run_1/met1.png
The bar under the picture is 20 um long. Cells faint in the background.
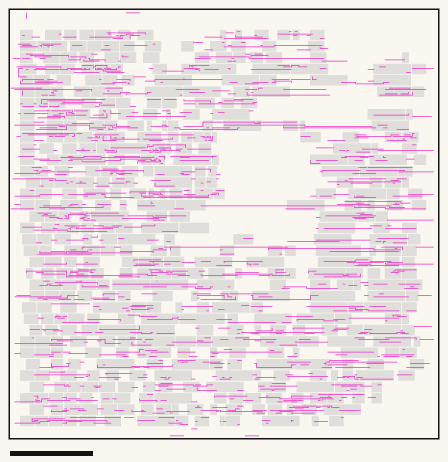
run_1/met2.png
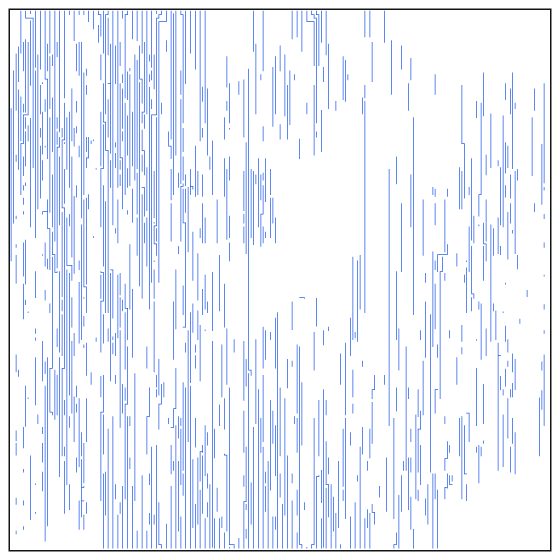
run_1/met3.png
The bar under the picture is 20 um long.
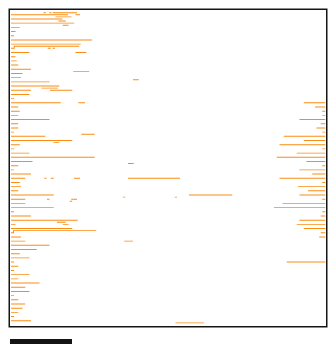
===== config.mk =====
export PLATFORM = sky130hd
export DESIGN_NAME = imem_dmem_port_arbiter
export DESIGN_NICKNAME = d
export VERILOG_FILES = /design/src/rtl/imem_dmem_port_arbiter.sv
export SDC_FILE = /design/constraint.sdc
export NUM_CORES = 1
export LEC_CHECK = 0
export CAP_MARGIN = 20
export CORE_MARGIN = 2
export CORE_UTILIZATION = 32
export DETAILED_ROUTE_END_ITERATION = 10
export PLACE_DENSITY = 0.78
export SLEW_MARGIN = 20
export SYNTH_ARGS = -nofsm -noshare
export SYNTH_HDL_FRONTEND = slang
export SYNTH_SLANG_ARGS = --single-unit

===== constraint.sdc =====
create_clock -name clk -period 2.1 [get_ports clk]
set_input_delay 0.21 -clock clk [delete_from_list [all_inputs] [get_ports clk]]
set_output_delay 0.21 -clock clk [all_outputs]
set_load 0.02 [all_outputs]

===== src/rtl/imem_dmem_port_arbiter.sv =====
// Shares one single-ported synchronous memory between instruction fetch and load/store.
// Per-cycle combinational arbitration with starvation guard, plus a one-deep read-return tracker.
module imem_dmem_port_arbiter #(
   parameter int unsigned ADDR_W     = 14,
   parameter int unsigned DATA_W     = 32,
   parameter int unsigned STARVE_MAX = 2
) (
   input  logic              clk,
   input  logic              rst,
   input  logic              if_req,
   input  logic [ADDR_W-1:0] if_addr,
   output logic              if_gnt,
   output logic              if_rvalid,
   output logic [DATA_W-1:0] if_rdata,
   input  logic              d_req,
   input  logic [3:0]        d_we,
   input  logic [ADDR_W-1:0] d_addr,
   input  logic [DATA_W-1:0] d_wdata,
   output logic              d_gnt,
   output logic              d_rvalid,
   output logic [DATA_W-1:0] d_rdata,
   output logic              mem_en,
   output logic [3:0]        mem_we,
   output logic [ADDR_W-1:0] mem_addr,
   output logic [DATA_W-1:0] mem_din,
   input  logic [DATA_W-1:0] mem_dout,
   output logic              stall
);

   localparam int unsigned CNT_W = 4;
   localparam logic [CNT_W-1:0] CNT_MAX = CNT_W'(STARVE_MAX);

   typedef enum logic [1:0] {
      OWN_NONE,
      OWN_IF,
      OWN_DRD
   } owner_t;

   owner_t            owner;
   owner_t            owner_nxt;
   logic [CNT_W-1:0]  starve_cnt;
   logic [CNT_W-1:0]  starve_nxt;
   logic [DATA_W-1:0] if_hold;
   logic [DATA_W-1:0] d_hold;
   logic              fetch_wins;

   // Return owner, starvation counter and per-port read-data hold registers
   always_ff @(posedge clk or posedge rst) begin
      if (rst) begin
         owner      <= OWN_NONE;
         starve_cnt <= '0;
         if_hold    <= '0;
         d_hold     <= '0;
      end else begin
         owner      <= owner_nxt;
         starve_cnt <= starve_nxt;
         if (owner == OWN_IF)  if_hold <= mem_dout;
         if (owner == OWN_DRD) d_hold  <= mem_dout;
      end
   end

   // Arbitration, memory drive and next-state decode
   always_comb begin
      if_gnt     = 1'b0;
      d_gnt      = 1'b0;
      mem_we     = '0;
      mem_addr   = '0;
      mem_din    = '0;
      owner_nxt  = OWN_NONE;
      starve_nxt = starve_cnt;
      fetch_wins = if_req && (!d_req || (starve_cnt == CNT_MAX));

      if (fetch_wins) begin
         if_gnt    = 1'b1;
         mem_addr  = if_addr;
         owner_nxt = OWN_IF;
      end else if (d_req) begin
         d_gnt    = 1'b1;
         mem_addr = d_addr;
         mem_we   = d_we;
         mem_din  = d_wdata;
         if (d_we == 4'b0000) owner_nxt = OWN_DRD;
      end

      // Counts data grants that made a waiting fetch lose
      if (if_gnt || !if_req) begin
         starve_nxt = '0;
      end else if (d_gnt && (starve_cnt != CNT_MAX)) begin
         starve_nxt = starve_cnt + CNT_W'(1);
      end

      mem_en = (if_gnt | d_gnt) & ~rst;
      stall  = (if_req & ~if_gnt) | (d_req & ~d_gnt);
   end

   assign if_rvalid = (owner == OWN_IF);
   assign d_rvalid  = (owner == OWN_DRD);
   assign if_rdata  = if_rvalid ? mem_dout : if_hold;
   assign d_rdata   = d_rvalid  ? mem_dout : d_hold;

endmodule

==> impl_metrics.yaml, run 1 <==
# flow metrics
setup_path:
  reg2reg_depth: 7
  critPathCaptureType: "primary output"
  r2r-end: "owner[0]"
  r2r_start: "starve_cnt[0]"
  path_cells: "inv_2 > ha_4 > or3b_4 > a21oi_4 > buf_6 > a22o_1 > buf_6"
  crit_path_frequent_cell: "buf_6"
  r2r_slack_ns: 0.47
  cp_data_arrival_time_ns: 2.02
  start_kind: "flop"
  worstPathRequired_ns: 1.89
timing:
  finalHoldViolCount: 0
  fin_tns_setup_ns: -1.57
  drv_slew: 0
  finalCriticalPeriod_ns: 2.23
  max-slew-margin-rel_pct: 64.4
  worst_slack_ns: -0.133
  setup_viol: 32
layout:
  finalNetCount: 582
  area.growth.synth_to_final_pct: 94.3
  flop_area_sq_um: 1750
  fillers: 738
  stdcell_area_sq_um: 6040
  drive_gt1_share_pct: 49.7
  utilization_pct: 64.7
  logic_area_sq_um: 1460
floorplan:
  io_pins: 220
  dieArea_sq_um: 10500
  coreArea_sq_um: 9330
  rows: 35
  fp_util_pct: 33.3
synth:
  ys_ff: 70
  synthesis.area_sq_um: 3110
  ys_cells: 225
  yosysWarnings: 0
  synthCells: 225
  syn_area_per_cell_sq_um: 13.8
  ys_seq_share_pct: 56.4
  synth.distinct_cells: 23
power_and_ir_drop:
  pwr-share-comb_pct: 35.8
  cell_internal_pwr_mw: 3.21
  p_leak_nw: 2.80
  swShare_pct: 30.2
  ir_worst_vdd_mv: 0.315
  p_total_mw: 4.61
  power.density_nw_per_um2: 763
  seq_power_share_pct: 35.8
global_routing:
  grt_max_degree: 43
  grt.total_usage_pct: 21.2
  gr-total-overflow: 0
  antenna_found_initial: 0
clocking:
  cts_made_buffers: 9
  cts_tree: "built"
place:
  hpwlAfterDp_um: 8050
  post_dp_cell_area_sq_um: 5500
  place_congestion: 0.949
  dpl.cell_count: 574
  io_buffers: 219
route:
  detail_route.vias_per_cell: 4.68
  drt_first_pass_iters: 4
  ant_nets: 0
  wl_per_cell_um: 18.6
flow_run:
  warnings: 29
status:
  violations: "setup timing"
  outcome: "finished, violations left"
worst_hold_path:
  hp-class: "in2async"
About met1.png:
wire length on this layer = 3750 um
share of all routed wire = 33%

About met2.png:
share of all routed wire = 55%
wire length on this layer = 6270 um
DR vias: 2871
met2 Use GR: 39.3%
final WL: 11400 um

About met3.png:
wire length on this layer = 836 um
nets with wire on the layer = 124
main direction = horizontal
longest straight run = 26.9 um

## run 1: critical path, delay by kind of cell (launching register included)
| family | cells | cell delay [ns] |
|---|---|---|
| simple gates | 1 | 0.45 |
| compound gates | 2 | 0.38 |
| buf+inv | 3 | 0.35 |
| fa+ha+maj | 1 | 0.13 |
| flops | 1 | 0.39 |
## run 1: Yosys cell counts (all sizes together)
library cell	n	area, sq um
and2	37	231
a21oi	2	21.3
xor2	1	8.76
nor4	1	6.26
nand2	1	3.75
o21a	1	15.0
nor2	5	18.8
mux2	64	721
clkbuf	2	7.51
nand3	2	10.0
or2b	1	7.51
nand2b	2	12.5
or3b	1	11.3
dfrtp	70	1750
ha	2	25.0
nor2b	1	6.26
a22o	14	125
nand3b	1	7.51
inv	5	18.8
buf	12	97.6
## run 1: layer usage
layer | GRT usage, % | up-vias | share of wire (%)
met1 | 20.9 | 1402 | 33
met4 | 14.2 | 0 | 5.1
met2 | 39.3 | 146 | 55
met3 | 5.08 | 26 | 7.3
li1 | - | 1297 | -
met5 | 0 | - | 0
## run 1: registers in the layout, summed over array words and instances (netlist names)
register	count
owner	2
d_hold	32
if_hold	32
starve_cnt	4
## run 1: layout make-up
class	count	share of cell area, %
Multi-Input combinational cell	144	24.2
Sequential cell	70	29.0
Clock buffer	11	2.34
Inverter	5	0.311
Clock inverter	5	1.76
Timing Repair Buffer	250	39.7
Tap cell	129	2.67
## run 1: how the worst max path moves through the flow
stage               cells after the start           from  slack (ns)           end
global placement                        6  starve_cnt[0]       -0.26   mem_din[31]
finish                                  7  starve_cnt[0]       -0.13  mem_addr[11]
CTS                                     7  starve_cnt[0]       -0.21   mem_addr[4]
global route                            7  starve_cnt[0]       -0.20  mem_addr[11]
detailed placement                      6  starve_cnt[0]       -0.27   mem_din[24]
floorplan                               1            rst        0.12     d_hold[0]
## run 1: cells in the final DEF (no fill, tap or decap), types with 3 or more instances in the layout
master | Yosys | final
inv_1 | 5 | 3
buf_2 | 6 | 5
mux2_2 | 64 | 64
clkdlybuf4s50_1 | 0 | 102
buf_6 | 6 | 58
a22o_1 | 12 | 12
buf_4 | 0 | 20
dfrtp_1 | 70 | 70
dlygate4sd2_1 | 0 | 38
clkbuf_8 | 0 | 10
bufinv_16 | 0 | 3
and2_4 | 0 | 36
o21a_4 | 1 | 8
nor2_1 | 5 | 5
clkbuf_2 | 0 | 21
## run 1: power by group through the flow
stage	clock [mW]	sequential, mW	combinational, mW
after detailed placement	0	1.68	1.76
final	1.31	1.65	1.65
after CTS	1.35	1.65	1.68
after global placement	0	1.66	1.75
after floorplan	0	1.66	0.853
after global routing	1.41	1.68	1.75
## run 1: kinds of logic after synthesis
kind of cell    after synthesis  share of synthesized area (%)
xor+xnor                      1                          0.282
fa+ha+maj                     2                          0.805
simple gates                 52                           10.1
mux                          64                           23.2
flops                        70                           56.4
compound gates               17                           5.20
buf+inv                      19                           3.99
## run 1: timing repair
action | CTS | global route
cloned | 9 | 3
pin swaps | 52 | 10
resized | 435 | 60
endpoints found under the setup margin | 116 | 79
hold buffers | 0 | 0
setup buffers | 4 | 8
==> inputs of run 2 (changes only) <==
Settings changed: HOLD_SLACK_MARGIN set to 0.02, PLACE_DENSITY 0.78 to not set, PLACE_DENSITY_LB_ADDON set to 0.3.
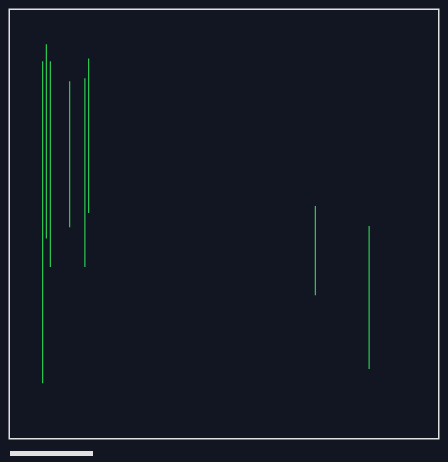
run_2/met4.png
The bar under the picture is 20 um long.
nets with wire on the layer = 8
share of all routed wire = 3.0%
longest straight run = 76.8 um
wire length on this layer = 343 um
DR vias: 2759

==> run 2 against run 1 <==
The flow still finishes with violations (setup timing). Combinational power decreased by 2%. Clock skew is 0.0023 ns higher. Critical path depth did not move. Non-clock buffer count fell by 2. Critical endpoint is now mem_addr[5].
==> impl_metrics.yaml, run 2 <==
# flow metrics
timing:
  setup_viol: 52
  fin_skew_ns: 0.0108
  rsz0062_at_grt: "yes"
  finalHoldViolCount: 0
  worst_slack_ns: -0.223
  finalCriticalPeriod_ns: 2.32
  drv_slew: 0
  max-slew-margin-rel_pct: 65.2
synth:
  synth-edff-count: 0
  ys.flop_type: "dfrtp_1"
  synth.most_common_cell: "dfrtp_1"
  syn_area_per_cell_sq_um: 13.8
  yosys-top-cells-count: "dfrtp_1 (70), mux2_2 (64), and2_1 (37), a22o_1 (12)"
  yosys_area_sq_um: 3110
  ys_seq_share_pct: 56.4
  ys_cells: 225
  ys_async_sr_fraction_pct: 100
  synthCells: 225
  ys_top_cells_by_area: "dfrtp_1 (56%), mux2_2 (23%), and2_1 (7.5%), a22o_1 (3.4%), buf_6 (2.2%)"
  ys_ff: 70
  synth_area_leader_cell: "dfrtp_1"
  synth.distinct_cells: 23
  yosysTopAreaCellShare_pct: 56.4
  yosysWarnings: 0
  synthesis.nets: 327
  synthesis.area_sq_um: 3110
layout:
  layout.cells.most_common: "clkdlybuf4s50_1"
  drive_gt1_share_pct: 42.0
  largestRegisters: "d_hold: 32 flops, if_hold: 32 flops, starve_cnt: 4 flops"
  area.growth.synth_to_final_pct: 88.6
  utilization_pct: 62.8
  lay_top_cells: "clkdlybuf4s50_1 (103), dfrtp_1 (70), mux2_2 (64), dlygate4sd2_1 (42), buf_6 (31)"
  finalNetCount: 576
  diodes: 0
  stdcell_count: 608
route:
  drt_first_pass_iters: 4
  drt_wl_total_um: 11400
  top_layer: "met4"
  drtIter0Drc: 43
  detail_route.vias_per_cell: 4.54
  wl_per_cell_um: 18.8
  m1WireLength_um: 3880
  met3_length_um: 1030
  ant_nets: 0
  met2_length_um: 6190
setup_path:
  start_kind: "flop"
  cp_data_arrival_time_ns: 2.11
  critPathCaptureType: "primary output"
  path_cells: "inv_1 > ha_2 > or3b_4 > a21oi_4 > buf_12 > a22o_1 > buf_6"
  cp.buffers_inverters: 3
  worstPathRequired_ns: 1.89
  crit_family: "simple AND/OR/NAND/NOR gates"
power_and_ir_drop:
  p_leak_nw: 2.76
  power.density_nw_per_um2: 763
  ir_worst_vdd_mv: 0.325
global_routing:
  antenna_found_initial: 0
  grt.total_usage_pct: 20.8
  gr-total-overflow: 0
  grt_max_degree: 71
place:
  hpwlAfterDp_um: 8390
  io_buffers: 219
  place_congestion: 0.912
  dpl.cell_count: 570
status:
  violations: "setup timing"
  outcome: "finished, violations left"
clocking:
  hold_buffers: 0
  clock_sinks: 70
  cts_made_buffers: 9
  cts_tree: "built"
floorplan:
  die_y_um: 103
  coreArea_sq_um: 9330
  fp_util_pct: 33.3
  rows: 35
  dieArea_sq_um: 10500
  io_pins: 220
worst_hold_path:
  hp-class: "in2async"
flow_run:
  warnings: 29
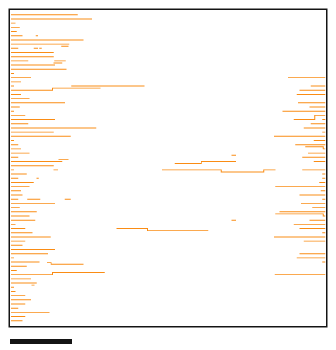
run_2/met3.png
The bar under the picture is 20 um long.
met3 Usage GRT: 8.07%

[run 2: cell counts after synthesis]
No cell type changed its count.
[run 2: report_power, final]
part           internal [mW]  switching (mW)
Sequential              1.59          0.0610
Clock                  0.704           0.502
Combinational          0.776           0.836
Total                   3.07            1.40
[run 2: kinds of logic (layout without fill, tap and decap cells)]
group / after synthesis / after routing / share of synthesized area (%)
simple gates: 52 / 52 / 10.1
xor+xnor: 1 / 1 / 0.282
fa+ha+maj: 2 / 2 / 0.805
buf+inv: 19 / 269 / 3.99
mux: 64 / 64 / 23.2
flops: 70 / 70 / 56.4
compound gates: 17 / 21 / 5.20
[run 2: final timing paths]
kind	startpoint	end	slack, ns	depth (start not counted)
worst max-delay path	starve_cnt[0]	mem_addr[5]	-0.22	7
worst min-delay path	rst	starve_cnt[2]	0.29	3
worst max register to register	starve_cnt[0]	owner[0]	0.48	6
worst min register to register	if_hold[0]	if_hold[0]	0.50	1
max in group asynchronous	rst	starve_cnt[1]	1.48	3
min in group clk	if_hold[0]	if_hold[0]	0.50	1
[run 2: worst register-to-register path: stages, from the launching register on]
cell,delay [ns]
dfrtp_1,0.38
inv_1,0.06
ha_2,0.17
or3b_4,0.47
a21oi_4,0.21
buf_12,0.17
buf_4,0.12
[run 2: area by class of cell]
cell class              instances  area (sq um)
clock buffers                  11           141
clock inverters                 5          81.3
fillers                       802          3470
inverters                       5          18.8
multi-input cells             140          1380
flip-flops and latches         70          1750
well taps                     129           161
repair buffers                248          2330
[run 2: through the flow]
stage | cell area (sq um) | total power [mW] | hold slack [ns] | setup WS (ns) | setup TNS (ns)
finish | 5860 | 4.47 | 0.286 | -0.223 | -6.65
global route | 5860 | 4.71 | 0.303 | -0.326 | -12.28
CTS | 5710 | 4.52 | 0.293 | -0.286 | -8.24
detailed placement | 5510 | 3.44 | 0.483 | -0.311 | -12.79
global placement | 5510 | 3.41 | 0.477 | -0.263 | -10.32
floorplan | 3110 | 2.51 | 0.353 | 0.122 | 0
[run 2: routing by layer]
metal | vias up | GRT usage, %
met5 | - | 0
met4 | 0 | 8.72
met3 | 17 | 8.07
met2 | 137 | 38.1
met1 | 1322 | 21.2
li1 | 1283 | -
[run 2: repair_timing]
item | CTS | global route
setup endpoints to repair | 117 | 77
gates cloned | 4 | 2
resized | 328 | 55
setup buffers | 7 | 9
pin swaps | 7 | 4
Power and IR drop assume default switching activity.
